**Where the registers sit**

Drawn at 6 px/µm.
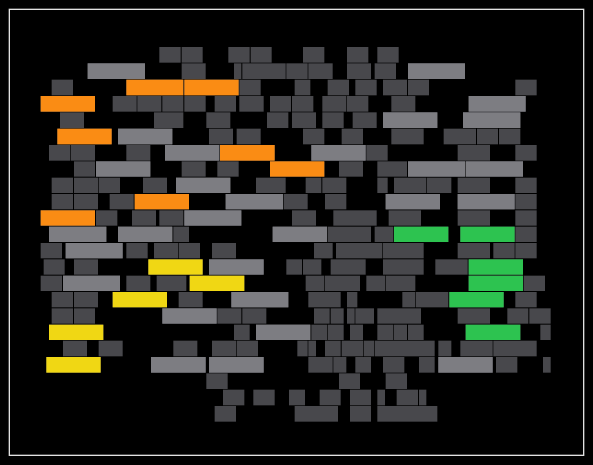
**Cells coloured by class**

Drawn at 3 px/µm.
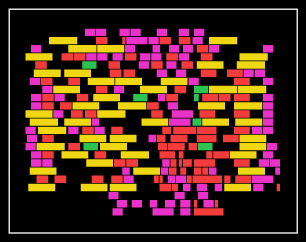
**Placement view**

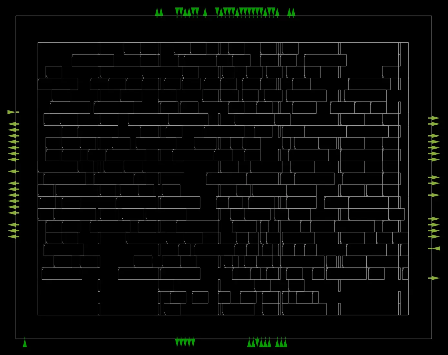
**Routed metal, one colour a layer**

Drawn at 4 px/µm. Two of the layers only.
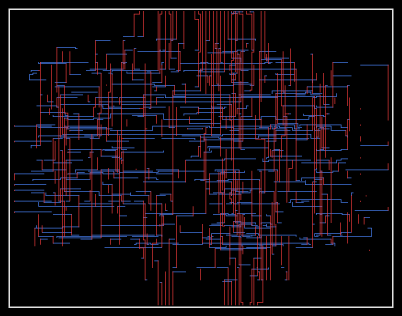
[src/rtl/pony_pkg.sv]
`default_nettype none
// ============================================================================
// Module : pony_pkg
// Shared sizes, register map, reset defaults and FSM encoding.
// Rev    : 1.0
// ============================================================================
package pony_pkg;

    localparam int NUM_REGISTERS_DEF = 7;
    localparam int LEN_REGISTER_DEF  = 8;
    localparam int ADDR_W            = 3;

    localparam int IDX_COLOR1   = 0;
    localparam int IDX_COLOR2   = 1;
    localparam int IDX_COLOR3   = 2;
    localparam int IDX_COLOR4   = 3;
    localparam int IDX_SPRITE_X = 4;
    localparam int IDX_SPRITE_Y = 5;
    localparam int IDX_MISC     = 6;

    localparam logic [7:0] RST_COLOR1   = 8'h3F;
    localparam logic [7:0] RST_COLOR2   = 8'h00;
    localparam logic [7:0] RST_COLOR3   = 8'h2A;
    localparam logic [7:0] RST_COLOR4   = 8'h15;
    localparam logic [7:0] RST_SPRITE_X = 8'd64;
    localparam logic [7:0] RST_SPRITE_Y = 8'd64;
    localparam logic [7:0] RST_MISC     = 8'h00;

    typedef logic [1:0] state_t;
    localparam state_t ST_IDLE   = 2'd0;
    localparam state_t ST_COMMIT = 2'd1;
    localparam state_t ST_DONE   = 2'd2;

    // Entries beyond the defined register map come up as zero.
    function automatic logic [7:0] reset_value(input int idx);
        case (idx)
            IDX_COLOR1:   return RST_COLOR1;
            IDX_COLOR2:   return RST_COLOR2;
            IDX_COLOR3:   return RST_COLOR3;
            IDX_COLOR4:   return RST_COLOR4;
            IDX_SPRITE_X: return RST_SPRITE_X;
            IDX_SPRITE_Y: return RST_SPRITE_Y;
            IDX_MISC:     return RST_MISC;
            default:      return 8'h00;
        endcase
    endfunction

endpackage
`default_nettype wire

[src/rtl/rr_arbiter2.sv]
`default_nettype none
// ============================================================================
// Module : rr_arbiter2
// Two-requester round-robin arbiter; requester 0 wins the first tie.
// Rev    : 1.0
// ============================================================================
module rr_arbiter2 (
    input  logic       clk_i,
    input  logic       rst_ni,
    input  logic       en_i,
    input  logic [1:0] req_i,
    output logic [1:0] gnt_o
);

    logic last0_d, last0_q;  // set when requester 0 held the most recent grant

    always_comb begin
        gnt_o   = 2'b00;
        last0_d = last0_q;
        if (en_i) begin
            if (req_i == 2'b11) begin
                gnt_o = last0_q ? 2'b10 : 2'b01;
            end else begin
                gnt_o = req_i;
            end
        end
        if (gnt_o[0]) begin
            last0_d = 1'b1;
        end else if (gnt_o[1]) begin
            last0_d = 1'b0;
        end
    end

    always_ff @(posedge clk_i or negedge rst_ni) begin
        if (!rst_ni) begin
            last0_q <= 1'b0;
        end else begin
            last0_q <= last0_d;
        end
    end

endmodule
`default_nettype wire

[src/rtl/reg_commit_ctrl.sv]
`default_nettype none
// ============================================================================
// Module : reg_commit_ctrl
// Display register bank fed by SPI and animator; REG_COMMIT_SHADOW_EN adds
// a shadow bank committed to the active bank at frame start.
// Rev    : 1.0
// ============================================================================
module reg_commit_ctrl
    import pony_pkg::*;
#(
    parameter int NUM_REGISTERS = NUM_REGISTERS_DEF,
    parameter int LEN_REGISTER  = LEN_REGISTER_DEF
) (
    input  logic                    clk_i,
    input  logic                    rst_ni,
    input  logic                    spi_valid,
    input  logic [ADDR_W-1:0]       spi_addr,
    input  logic [LEN_REGISTER-1:0] spi_data,
    output logic                    spi_ready,
    input  logic                    anim_valid,
    input  logic [ADDR_W-1:0]       anim_addr,
    input  logic [LEN_REGISTER-1:0] anim_data,
    output logic                    anim_ready,
    input  logic                    frame_start,
    output logic [5:0]              color1,
    output logic [5:0]              color2,
    output logic [5:0]              color3,
    output logic [5:0]              color4,
    output logic [7:0]              sprite_x,
    output logic [7:0]              sprite_y,
    output logic [4:0]              misc,
    output logic                    busy,
    output logic                    addr_err
);

    logic [1:0]              gnt;
    logic                    accept_en;
    logic                    wr_en;
    logic                    wr_ok;
    logic [ADDR_W-1:0]       wr_addr;
    logic [LEN_REGISTER-1:0] wr_data;
    logic                    addr_err_d, addr_err_q;
    logic [LEN_REGISTER-1:0] active_d [NUM_REGISTERS];
    logic [LEN_REGISTER-1:0] active_q [NUM_REGISTERS];

    rr_arbiter2 u_arb (
        .clk_i  (clk_i),
        .rst_ni (rst_ni),
        .en_i   (accept_en),
        .req_i  ({anim_valid, spi_valid}),
        .gnt_o  (gnt)
    );

    assign spi_ready  = gnt[0];
    assign anim_ready = gnt[1];
    assign wr_en      = |gnt;
    assign wr_addr    = gnt[1] ? anim_addr : spi_addr;
    assign wr_data    = gnt[1] ? anim_data : spi_data;
    assign wr_ok      = (int'(wr_addr) < NUM_REGISTERS);
    assign addr_err_d = addr_err_q | (wr_en & ~wr_ok);

`ifdef REG_COMMIT_SHADOW_EN
    state_t                  state_d, state_q;
    logic [ADDR_W-1:0]       idx_d, idx_q;
    logic [NUM_REGISTERS-1:0] dirty_d, dirty_q;
    logic [LEN_REGISTER-1:0] shadow_d [NUM_REGISTERS];
    logic [LEN_REGISTER-1:0] shadow_q [NUM_REGISTERS];

    assign accept_en = (state_q == ST_IDLE);
    assign busy      = (state_q != ST_IDLE);

    always_comb begin
        state_d  = state_q;
        idx_d    = idx_q;
        dirty_d  = dirty_q;
        shadow_d = shadow_q;
        active_d = active_q;
        case (state_q)
            ST_IDLE: begin
                // The write accepted alongside frame_start lands before the scan reads it.
                if (wr_en && wr_ok) begin
                    shadow_d[wr_addr] = wr_data;
                    dirty_d[wr_addr]  = 1'b1;
                end
                if (frame_start) begin
                    state_d = ST_COMMIT;
                    idx_d   = '0;
                end
            end
            ST_COMMIT: begin
                if (dirty_q[idx_q]) begin
                    active_d[idx_q] = shadow_q[idx_q];
                    dirty_d[idx_q]  = 1'b0;
                end
                if (int'(idx_q) == NUM_REGISTERS - 1) begin
                    state_d = ST_DONE;
                end else begin
                    idx_d = idx_q + 1'b1;
                end
            end
            ST_DONE: state_d = ST_IDLE;
            default: state_d = ST_IDLE;
        endcase
    end

    always_ff @(posedge clk_i or negedge rst_ni) begin
        if (!rst_ni) begin
            state_q <= ST_IDLE;
            idx_q   <= '0;
            dirty_q <= '0;
            for (int i = 0; i < NUM_REGISTERS; i++) begin
                shadow_q[i] <= LEN_REGISTER'(reset_value(i));
            end
        end else begin
            state_q  <= state_d;
            idx_q    <= idx_d;
            dirty_q  <= dirty_d;
            shadow_q <= shadow_d;
        end
    end
`else
    logic unused_frame_start;

    assign accept_en          = 1'b1;
    assign busy               = 1'b0;
    assign unused_frame_start = frame_start;

    always_comb begin
        active_d = active_q;
        if (wr_en && wr_ok) begin
            active_d[wr_addr] = wr_data;
        end
    end
`endif

    always_ff @(posedge clk_i or negedge rst_ni) begin
        if (!rst_ni) begin
            addr_err_q <= 1'b0;
            for (int i = 0; i < NUM_REGISTERS; i++) begin
                active_q[i] <= LEN_REGISTER'(reset_value(i));
            end
        end else begin
            addr_err_q <= addr_err_d;
            active_q   <= active_d;
        end
    end

    assign color1   = active_q[IDX_COLOR1][5:0];
    assign color2   = active_q[IDX_COLOR2][5:0];
    assign color3   = active_q[IDX_COLOR3][5:0];
    assign color4   = active_q[IDX_COLOR4][5:0];
    assign sprite_x = active_q[IDX_SPRITE_X][7:0];
    assign sprite_y = active_q[IDX_SPRITE_Y][7:0];
    assign misc     = active_q[IDX_MISC][4:0];
    assign addr_err = addr_err_q;

    logic unused_bits;
    assign unused_bits = ^{active_q[IDX_COLOR1][LEN_REGISTER-1:6],
                           active_q[IDX_COLOR2][LEN_REGISTER-1:6],
                           active_q[IDX_COLOR3][LEN_REGISTER-1:6],
                           active_q[IDX_COLOR4][LEN_REGISTER-1:6],
                           active_q[IDX_MISC][LEN_REGISTER-1:5]};

endmodule
`default_nettype wire

[config.mk]
export PLATFORM = sky130hd
export DESIGN_NAME = reg_commit_ctrl
export DESIGN_NICKNAME = d
export VERILOG_FILES = /design/src/rtl/pony_pkg.sv /design/src/rtl/rr_arbiter2.sv /design/src/rtl/reg_commit_ctrl.sv
export SDC_FILE = /design/constraint.sdc
export NUM_CORES = 1
export LEC_CHECK = 0
export CORE_ASPECT_RATIO = 0.75
export CORE_MARGIN = 5
export CORE_UTILIZATION = 40
export DETAILED_ROUTE_END_ITERATION = 12
export GPL_ROUTABILITY_DRIVEN = 0
export PLACE_DENSITY = 0.72
export SYNTH_ARGS = -nofsm -noshare
export SYNTH_HDL_FRONTEND = slang
export SYNTH_SLANG_ARGS = --single-unit
[constraint.sdc]
create_clock -name clk_i -period 2.1 [get_ports clk_i]
set_clock_uncertainty 0.15 [all_clocks]
set_input_delay 0.21 -clock clk_i [delete_from_list [all_inputs] [get_ports clk_i]]
set_output_delay 0.21 -clock clk_i [all_outputs]
set_load 0.05 [all_outputs]
==> flow_metrics.env <==
# implementation run metrics
export IMPL_status="finished clean"
export IMPL_worst_path_stages=1
export IMPL_p_seq_share_pct=33.0
export IMPL_setup_ws_ns=0.0880
export IMPL_dr_wl_met2_um=2410
export IMPL_crit_family="buffers and inverters"
export IMPL_crit_path_end="color1[4]"
export IMPL_tritoncts="yes"
export IMPL_dp_slack_ns=-0.0923
export IMPL_setup_worst_path_start="color1[4]$_DFFE_PN1P_"
export IMPL_comb_power_mw=2.45
export IMPL_peakVddDrop_v=0.000828
export IMPL_top_cells_by_count="mux2_2, dfrtp_1, dfstp_2"
export IMPL_gr_usage_all_layers_pct=15.2
export IMPL_synthCells=135
export IMPL_die_w_um=95.5
export IMPL_synth_nets=162
export IMPL_cp_required_ns=1.74
export IMPL_path_clk_slew_ns=0.09
export IMPL_topCellsByArea="dfrtp_1, mux2_2, dfstp_2"
export IMPL_cp_end_kind="output port"
export IMPL_place_hpwl_um=3870
export IMPL_cts_made_buffers=5
export IMPL_final_common_cell="clkdlybuf4s50_1"
-- 'where the registers sit' (at the start) --
[orange] sprite_x | sequential cells: 8
[green] color2 | sequential cells: 6 | where: right middle
[yellow] misc | sequential cells: 5
not coloured: 28

-- 'cells coloured by class' (at the start) --
[red] remaining logic cells | cells: 85
[yellow] registers | cells: 47
[magenta] remaining buffers and delay cells | cells: 87
[green] clock drivers and dummy loads | cells: 7
fin util: 60.6%
Rows: 23
core footprint: 5320 µm²

-- 'placement view' (at the start) --
flop count: 47
Seq area share: 37.0%

-- 'routed metal, one colour a layer' (at the start) --
[blue] M1 | wire length: 2,220 µm
[red] M2 | wire length: 2,410 µm

==> layout make-up <==
type                    instances  area (µm²)  area share, %
multi-input cells              81         953           29.6
flip-flops and latches         47        1190           37.0
well taps                      75        93.8           2.91
repair buffers                 87         886           27.5
clock buffers                   5        68.8           2.13
inverters                       4        15.0          0.466
clock inverters                 2        13.8          0.427
==> per-stage QoR <==
step | TNS, ns | hold WS (ns) | instances | instance area (µm²) | util, %
floorplan | 0 | -0.236 | 135 | 2190 | -
global placement | -2.41 | 0.0639 | 293 | 3130 | 58.8
detailed placement | -2.75 | 0.0687 | 293 | 3130 | 58.8
CTS | 0 | 0.273 | 301 | 3220 | 60.6
global route | 0 | 0.313 | 301 | 3220 | 60.6
finish | 0 | 0.266 | 301 | 3220 | 60.6
